Fig. 1: logic cells by family
(2 px per um)
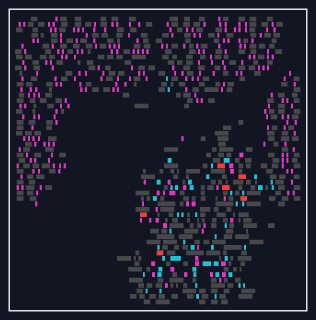
Fig. 2: close-up of the layout
Region (62, 32) to (87, 57) um. Cells in gray, sequential cells in the stronger gray; small squares are vias.
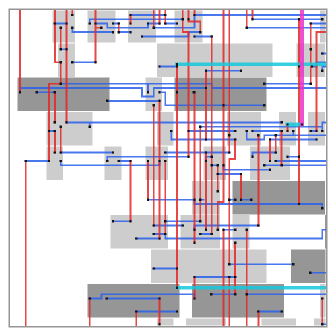
Fig. 3: routing congestion
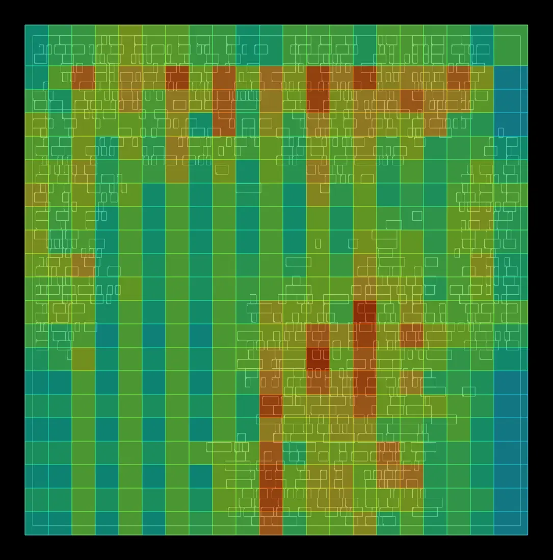
Design mold_feed_arb, sky130hd; sources not shown.
==> run notes <==
flow finished, numbers: number of cells on the worst hold path 2, critical path depth in cells 8, top power group combinational logic, Synth logic family simple AND/OR/NAND/NOR gates, Fin. Hold Viols 0, Data buffer area share 47.24%, min-delay worst type flop to flop, postcts setup bufs 3, drt pass-1 iters 4, clock buffers 7, slowest CP cell clkdlybuf4s50_1, top cells by area nand2_1 33%, dfxtp_1 22%, nor2_1 3.7%, xnor2_1 3.3%, ha_1 2.4%, Detail Route Antenna Nets 0, Post-synth top flop dfxtp_1, post-synthesis sequential area ratio 22.12%, status finished clean, dominant kind of cell buffers, cts-stage hold buffer count 0, Routed WL 13,890 um, FP Rows 53, Setup WS post-layout 0.09597 ns, R2R depth 10, CP bufs+invs 4, Yosys Chip Area 0.002625 mm2, Initial Utilization 12.69%, Setup crit end kind output port, reg-to-reg slack, setup 0.52 ns, Via density 3.989, clock sinks 29, share of layout cells above drive strength 1 9.471%, die extent in x 148 um, dominant cell type by area after synthesis nand2_1, Comb area 0.001944 mm2, post-route clock period utilization 96.90%
Notes on Fig. 1 above:
Key: NAND gates = magenta [cells 251]; NOR gates = cyan [cells 50]; multiplexers = red [cells 6]
Non-Filler Instances: 993
Commonest Layout Cell: nand2_1
fraction of area in multi-input gates: 33.56%

Notes on Fig. 2 above:
Key: metal 4 = magenta; metal 1 = blue; metal 3 = cyan; metal 2 = red
28 logic cells have their middle in the window. Most frequent: dfxtp_1 (5), nand2_1 (4), nor2_1 (3). Sequential cells in the window: 5.

Notes on Fig. 3 above:
layer with the highest usage: met2
M2 GR Usage: 20.12%
met3 Use GR: 2.866%
GR Util All Layers: 11.76%
WL/cell: 13.99 um

Power is estimated from default activity; no workload was simulated.
